Fig. 1: run 1, layout detail
Bar = 10 microns. Region (14, 10) to (39, 35) microns. Cells in grey, sequential cells in the stronger grey; small squares are vias.
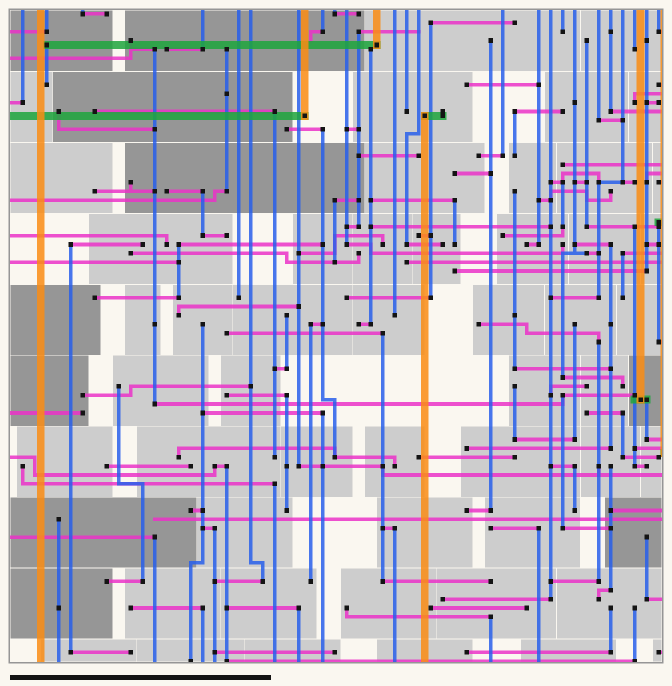
Fig. 2: run 1, cell placement
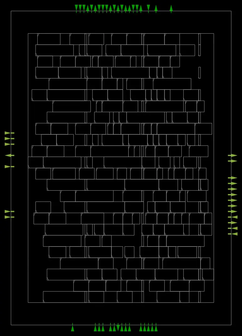
Fig. 3: run 1, signal metal coverage by tile
11 x 15 tiles, from black (low) to pale yellow (high), scaled to the fullest tile. Values are wire area over tile area, all layers added.
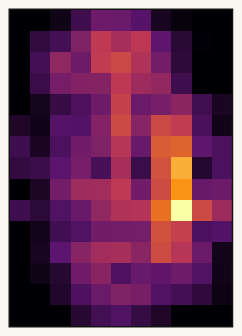
Fig. 4: run 1, logic cells by family
Bar = 20 microns.
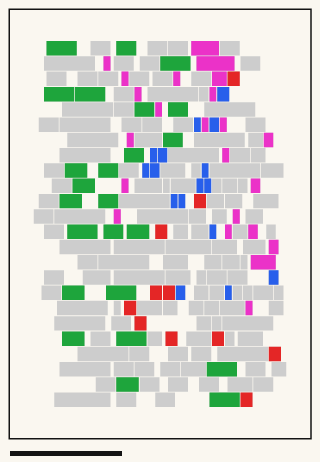
**src/rtl/mult_ctrl.sv**
```systemverilog
// ---------------------------------------------------------------------------
// mult_ctrl -- sequencer for an unsigned shift-and-add multiplier.
//
// The product register sits outside this block. Its output comes back on
// prod, and this block drives the next high/low halves plus load strobes.
// Each operation runs through these states in order:
// CLEAR (zero the register), LOAD (b into low half),
// W x ADDSHIFT (conditional add of a, then shift right), DONE.
//
// Ports
//   clk      rising-edge clock
//   clear_n  async active-low reset
//   start    request a multiply; only looked at in IDLE
//   a, b     W-bit unsigned operands, captured when start is accepted
//   prod     N-bit feedback from the product register
//   inh/inl  next high/low half for the product register
//   loadh/l  load strobes for the high/low halves
//   clr      registered clear to the product register
//   busy     high in every state except IDLE
//   done     one-cycle pulse; the product register holds a*b
// ---------------------------------------------------------------------------
module mult_ctrl #(
    parameter int N = 16
) (
    input  logic           clk,
    input  logic           clear_n,
    input  logic           start,
    input  logic [N/2-1:0] a,
    input  logic [N/2-1:0] b,
    input  logic [N-1:0]   prod,
    output logic [N/2-1:0] inh,
    output logic [N/2-1:0] inl,
    output logic           loadh,
    output logic           loadl,
    output logic           clr,
    output logic           busy,
    output logic           done
);
    localparam int W  = N / 2;
    localparam int CW = (W > 1) ? $clog2(W) : 1;

    typedef enum logic [2:0] {
        S_IDLE,
        S_CLEAR,
        S_LOAD,
        S_ADDSHIFT,
        S_DONE
    } state_t;

    state_t          state, nxt;
    logic [CW-1:0]   cnt;
    logic [W-1:0]    a_r, b_r;
    logic            clr_q;
    logic [W:0]      sum;

    // State, iteration counter, operand capture, and registered clear.
    always_ff @(posedge clk or negedge clear_n) begin
        if (!clear_n) begin
            state <= S_IDLE;
            cnt   <= '0;
            a_r   <= '0;
            b_r   <= '0;
            clr_q <= 1'b0;
        end else begin
            state <= nxt;
            // clr is high exactly while the FSM sits in CLEAR.
            clr_q <= (nxt == S_CLEAR);
            if (state == S_IDLE && start) begin
                a_r <= a;
                b_r <= b;
            end
            if (state == S_LOAD)
                cnt <= '0;
            else if (state == S_ADDSHIFT)
                cnt <= cnt + CW'(1);
        end
    end

    // The add keeps its carry in bit W, so that carry ends up in inh[W-1]
    // after the shift.
    always_comb begin
        sum = {1'b0, prod[N-1:W]} + (prod[0] ? {1'b0, a_r} : {(W+1){1'b0}});
    end

    always_comb begin
        nxt   = state;
        inh   = '0;
        inl   = '0;
        loadh = 1'b0;
        loadl = 1'b0;
        case (state)
            S_IDLE:  if (start) nxt = S_CLEAR;
            S_CLEAR: nxt = S_LOAD;
            S_LOAD: begin
                loadl = 1'b1;
                inl   = b_r;
                nxt   = S_ADDSHIFT;
            end
            S_ADDSHIFT: begin
                loadh = 1'b1;
                loadl = 1'b1;
                // {sum, prod[W-1:0]} shifted right by one bit.
                inh   = sum[W:1];
                inl   = {sum[0], prod[W-1:1]};
                if (cnt == CW'(W - 1)) nxt = S_DONE;
            end
            S_DONE:  nxt = S_IDLE;
            default: nxt = S_IDLE;
        endcase
    end

    assign clr  = clr_q;
    assign busy = (state != S_IDLE);
    assign done = (state == S_DONE);

endmodule
```
**config.mk**
```make
export PLATFORM = sky130hd
export DESIGN_NAME = mult_ctrl
export DESIGN_NICKNAME = d
export VERILOG_FILES = /design/src/rtl/mult_ctrl.sv
export SDC_FILE = /design/constraint.sdc
export NUM_CORES = 1
export LEC_CHECK = 0
export CAP_MARGIN = 20
export CORE_ASPECT_RATIO = 1.5
export CORE_MARGIN = 4
export CORE_UTILIZATION = 47
export CTS_CLUSTER_SIZE = 12
export DETAILED_ROUTE_END_ITERATION = 8
export PLACE_DENSITY = 0.85
export REMOVE_ABC_BUFFERS = 1
export SLEW_MARGIN = 0
export SYNTH_ARGS = -nofsm -noshare
export SYNTH_HDL_FRONTEND = slang
export SYNTH_SLANG_ARGS = --single-unit
```
**constraint.sdc**
```tcl
create_clock -name clk -period 4.35 [get_ports clk]
set_input_delay 1.0875 -clock clk [delete_from_list [all_inputs] [get_ports clk]]
set_output_delay 1.0875 -clock clk [all_outputs]
set_load 0.02 [all_outputs]
```
==> flow_summary.toml, run 1 <==
# physical design summary
[floorplan]
ioPinCount = 56
die_h_microns = 76.18
die_width_microns = 53.45
core-area_sq_mm = 0.002943
num_rows = 24
fp_util = 0.4949

[final_timing]
fmax_mhz = 234.9
max-slew-margin-rel = 0.3188
whs_ns = 0.4791
finalMaxSlewViolations = 0
finalClockPeriodUsage = 0.9786
tightest_slew_ns = 1.021

[logic_synthesis]
ys_sh_mux = 0.2019
syn-cell-area_sq_mm = 0.001456
logic_family = "multiplexers"
synthAoiAreaFrac = 0.07388
ys_seq_share = 0.3952
ys.flops = 23
syn_inst = 135
avgSynthCellArea_sq_um = 10.79
ys_area_sq_mm = 0.001456
yosys_warnings = 0
xor_area_frac = 0.01804
ys_sh_adder = 0.09966

[setup_path]
required_ns = 3.26
reg2reg_slack_ns = 2.10
crit_chain = "clkdlybuf4s50_1, buf_4, and2_1, ha_1, buf_4, a21oi_2, a21oi_2, o21a_1, nor3_1, clkdlybuf4s15_2"
crit_path_start_kind = "input pin"
cp_slowest_stage_delay_ns = 0.41
timing.rr.start = "state[0]"
cp.arrival_ns = 3.17
reg2regPathDepth = 3
timing.critical_path.from = "prod[0]"
worstPathMaxFanout = 7
crit_cells = 10
critPathTopFamily = "buffers and inverters"
criticalPathCategory = "in2out"
crit_slowest_cell = "clkdlybuf4s50_1"
setup.worst_path.end = "inh[4]"

[final_layout]
layout_top_cells = "clkdlybuf4s50_1, dfrtp_1, nor2_1"
utilization = 0.7406
regArea_sq_um = 575.6
n_antenna_cell = 0
nNetsFinal = 248
drive_above_1_share = 0.2090
synthToLayoutAreaGrowth_pct = 49.66

[clock_tree]
clock_latency_ns = 0.26
ctsRootBufferMaster = "clkbuf_8"
cts_tree = "built"
htree_levels = 1
cts_buffer_depth = 2
clkTransAtPathRegs_ns = 0.08
numClockSinks = 23

[placed_design]
hpwl_mm = 3.111
globalplace.congestion = 0.8362
port_buffers = 55
dp_cells = 235

[pwr]
switching_share = 0.4102
p_seq_frac = 0.286
p_int_mw = 0.8102
clkPwrFrac = 0.094
net-switching-power_mw = 0.5636
ir_drop_mv = 0.4185
powerDensity_mw_per_mm2 = 630.3

[detailed_routing]
ant_nets = 0
wl_met3_microns = 146
drt-vias-per-instance = 5.221
wl_per_cell_microns = 16.20
vias = 1253
drt-initial-drc-count = 17
finalWirelength_mm = 3.889

[global_route]
grt_use_total = 0.2112
antenna_found_initial = 0
first_global_vias = 1359
grt_overflow = 0

[run_status]
status = "complete, no violations"

[worst_hold_path]
hold_path.class = "reg2reg"

[flow_run]
max_cap_viol_count = 0
tool_warnings = 25
## Picture notes: Fig. 1
- orange: metal 4
- blue: metal 2
- magenta: metal 1
- green: metal 3
- cells with their middle in the window: 43
- most frequent: clkdlybuf4s50_1 (8), and2_1 (6)
- netlist names of flops here include: `a_r` (4)
- sequential cells in the window: 4

## Picture notes: Fig. 2
fin cells: 240
fillers: 224

## Picture notes: Fig. 3
- densest ninth of the die: right middle
- mean over tiles: 0.16
- nearly empty tiles: 16%

## Picture notes: Fig. 4
- green: multiplexers (cells 24; most used mux2_4)
- red: AND and OR gates (cells 11; most used and2_1)
- blue: NAND gates (cells 16; most used nand2_1)
- magenta: NOR gates (cells 23; most used nor2_1)
Top cell excl fill/tap: clkdlybuf4s50_1
Comb/total area: 0.3921

-- run 1: through the flow --
stage               setup TNS, ns  cell area (sq um)  setup slack, ns  power (mW)
floorplan                       0               1418           0.3112      0.8798
detailed placement         -1.637               2092          -0.4564       1.259
finish                          0               2180          0.09298       1.374
global placement           -1.297               2092          -0.4103       1.219
global route                    0               2180         0.002367       1.478
CTS                             0               2135        0.0007891       1.370
-- run 1: how the worst min path moves through the flow --
| stage | slack (ns) | end | start | cells after the start |
|---|---|---|---|---|
| after floorplan | 0.44 | cnt[1] | cnt[1] | 2 |
| after global placement | 0.46 | cnt[1] | cnt[1] | 2 |
| after detailed placement | 0.47 | cnt[2] | cnt[2] | 2 |
| after CTS | 0.48 | cnt[2] | cnt[2] | 2 |
| after global routing | 0.52 | cnt[2] | cnt[2] | 2 |
| final | 0.48 | cnt[2] | cnt[2] | 2 |
-- run 1: sequential cells by signal, summed over array words and instances (netlist names) --
signal / count
a_r: 8
b_r: 8
cnt: 3
state: 3
clr: 1
-- run 1: power by group through the flow --
stage	registers [mW]	clock network, mW	logic (mW)
after floorplan	0.374	0	0.506
after global placement	0.392	0	0.827
after detailed placement	0.398	0	0.861
after CTS	0.393	0.133	0.843
after global routing	0.409	0.141	0.928
final	0.393	0.130	0.851
-- run 1: layer usage --
metal / vias up / GRT usage
li1: 608 / -
met5: - / 0
met2: 47 / 0.3624
met4: 0 / 0.1330
met1: 578 / 0.2303
met3: 20 / 0.02740
-- run 1: cell type report --
| type | instances | area share |
|---|---|---|
| clock buffers | 4 | 0.02067 |
| flip-flops and latches | 23 | 0.2641 |
| multi-input cells | 106 | 0.3921 |
| well taps | 39 | 0.02239 |
| repair buffers | 66 | 0.2974 |
| inverters | 2 | 0.003444 |
-- run 1: cells in the mapped netlist, drive strengths merged --
library cell	n	share of area
a211oi	1	0.0052
a21o	2	0.010
a21oi	8	0.027
a311o	1	0.0069
and2	8	0.034
and3	1	0.0043
buf	2	0.021
clkbuf	2	0.0052
dfrtp	23	0.40
fa	1	0.014
ha	10	0.086
inv	2	0.0052
mux2	16	0.15
mux2i	8	0.055
nand2	10	0.026
nand2b	1	0.0043
nand3	5	0.017
nor2	15	0.039
nor2b	1	0.0094
nor3	4	0.014
nor3b	3	0.023
o21a	2	0.010
o21ai	4	0.014
or2	1	0.0043
or3	1	0.0043
xnor2	2	0.012
xor2	1	0.0060
-- run 1: tightest hold or removal path, delay by kind of cell (launching register included) --
| kind | cells | cell delay [ns] |
|---|---|---|
| simple gates | 2 | 0.10 |
| flops | 1 | 0.35 |
-- run 1: cell families (layout without fill, tap and decap cells) --
kind of cell / Yosys count / count (layout)
AOI/OAI and AO/OA: 18 / 18
DFF: 23 / 23
xor gates and xnor gates: 3 / 3
buffers and inverters: 6 / 72
adders and majority gates: 11 / 11
muxes: 24 / 24
and+or+nand+nor: 50 / 50
-- run 1: timing repair --
item	4_1_cts	5_1_grt
hold buffers	0	0
pin swaps	0	1
resized	17	8
setup buffers	0	0
setup endpoints to repair	6	6
## Run 2: what changed since run 1
- CORE_MARGIN: 4 -> 5
- CTS_CLUSTER_DIAMETER: not set -> 30
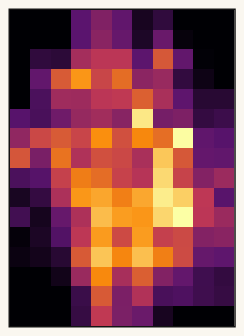
Fig. 5. Signal metal coverage by tile (run 2).
11 x 16 tiles, from black (low) to pale yellow (high), scaled to the fullest tile. Values are wire area over tile area, all layers added.
- mean over tiles: 0.14
- emptiest ninth of the die: bottom left
- tiles over half the peak: 31%
- densest ninth of the die: middle
- nearly empty tiles: 17%
- fullest tile: 0.39

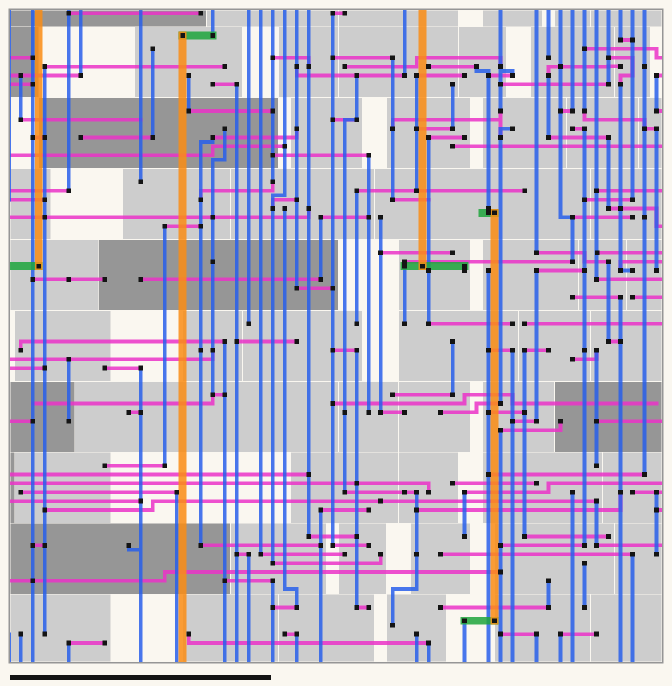
Fig. 6. Layout detail (run 2).
Bar = 10 microns. Region (15, 11) to (40, 36) microns. Cells in grey, sequential cells in the stronger grey; small squares are vias.
- orange: metal 4
- magenta: metal 1
- blue: metal 2
- green: metal 3
- netlist names of flops here include: `a_r` (2), `clr` (1)
- sequential cells in the window: 3
- most frequent: clkdlybuf4s50_1 (8), and2_1 (7)
- cells with their middle in the window: 47

==> flow_summary.toml, run 2 <==
# physical design summary
[floorplan]
ioPinCount = 56
core-area_sq_mm = 0.002943

[logic_synthesis]
ys_area_sq_mm = 0.001456
syn-cell-area_sq_mm = 0.001456
ys.flops = 23
ys_sh_mux = 0.2019
top_area_cell = "dfrtp_1"
top_cell_area_share = 0.3952
avgSynthCellArea_sq_um = 10.79
async_reset_ff_frac = 1.000
xor_area_frac = 0.01804
ys_seq_share = 0.3952
syn_inst = 135
logic_family = "multiplexers"
synthAoiAreaFrac = 0.07388

[pwr]
net-switching-power_mw = 0.5782
powerDensity_mw_per_mm2 = 635.8
ir_drop_mv = 0.4377
clkPwrFrac = 0.098
p_seq_frac = 0.287

[final_timing]
whs_ns = 0.4966
timing.final.ws_setup_ns = 0.04539
setup_tns_ns = 0
finalClockPeriodUsage = 0.9896
max-slew-margin-rel = 0.4399

[setup_path]
worstPathMaxFanout = 2
crit_slowest_cell = "clkdlybuf4s50_1"
crit_chain = "clkdlybuf4s50_1, and2_1, ha_1, fa_2, a21o_1, a311o_1, nand3_1, nor3b_2, buf_4"
criticalPathCategory = "in2out"
required_ns = 3.26

[run_status]
status = "complete, no violations"

[placed_design]
port_buffers = 55
hpwl_mm = 3.095
post-place-ws_ns = -0.5802

[final_layout]
design_area_sq_mm = 0.002180
regArea_sq_um = 575.6
synthToLayoutAreaGrowth_pct = 49.66
layout_top_cells = "clkdlybuf4s50_1, dfrtp_1, nor2_1"
final_common_cell = "clkdlybuf4s50_1"
n_antenna_cell = 0
largestRegisters = "a_r (8), b_r (8)"

[detailed_routing]
wl_per_cell_microns = 16.43

[clock_tree]
cts_tree = "built"
ctsRootBufferMaster = "clkbuf_8"

[global_route]
antenna_found_initial = 0
==> run 2: final timing paths <==
kind | to | slack [ns] | cells past startpoint
setup / recovery | inh[5] | 0.05 | 9
hold / removal | cnt[1] | 0.50 | 2
setup reg to reg | a_r[3] | 2.42 | 4
hold reg to reg | cnt[1] | 0.50 | 2
max in group asynchronous | b_r[7] | 2.91 | 2
min in group asynchronous | clr | 1.06 | 1
==> run 2: cells by family after synthesis <==
logic type | Yosys count
compound gates | 18
xor+xnor | 3
fa+ha+maj | 11
buf+inv | 6
flops | 23
mux | 24
simple gates | 50
==> run 2: layout make-up <==
cell class                      count  share of cell area
Clock buffer                        3             0.01894
Timing Repair Buffer               68              0.2985
Clock inverter                      1            0.002296
Sequential cell                    23              0.2641
Tap cell                           39             0.02239
Inverter                            2            0.003444
Multi-Input combinational cell    106              0.3904
==> run 2: what timing repair did <==
action / in CTS / in global routing
pin swaps: 0 / 1
resized: 21 / 5
endpoints found under the setup margin: 6 / 3
hold buffers: 0 / 0
==> run 2: metrics by stage <==
stage	total power, mW	instances	util
global route	1.482	242	0.7406
global placement	1.223	237	0.7160
detailed placement	1.263	237	0.7160
CTS	1.390	241	0.7343
finish	1.386	242	0.7406
floorplan	0.8798	131	-
==> run 2: power by group through the flow <==
stage | combinational [mW] | clock, mW | sequential [mW]
after global routing | 0.919 | 0.151 | 0.411
after CTS | 0.857 | 0.138 | 0.395
after floorplan | 0.506 | 0 | 0.374
final | 0.853 | 0.135 | 0.398
after detailed placement | 0.864 | 0 | 0.399
after global placement | 0.832 | 0 | 0.391
==> run 2: routing by layer <==
| layer | vias up | track usage | wire (microns) |
|---|---|---|---|
| li1 | 610 | - | - |
| met1 | 613 | 0.1986 | 1521 |
| met2 | 42 | 0.3531 | 2263 |
| met3 | 9 | 0.02463 | 102 |
| met4 | 0 | 0.08759 | 89 |
| met5 | - | 0 | 0 |
==> run 2: critical path, delay by kind of cell <==
family	cells	cell delay (ns)
simple gates	3	0.45
buf+inv	2	0.60
compound gates	2	0.52
fa+ha+maj	2	0.56
Power is estimated from default activity; no workload was simulated.
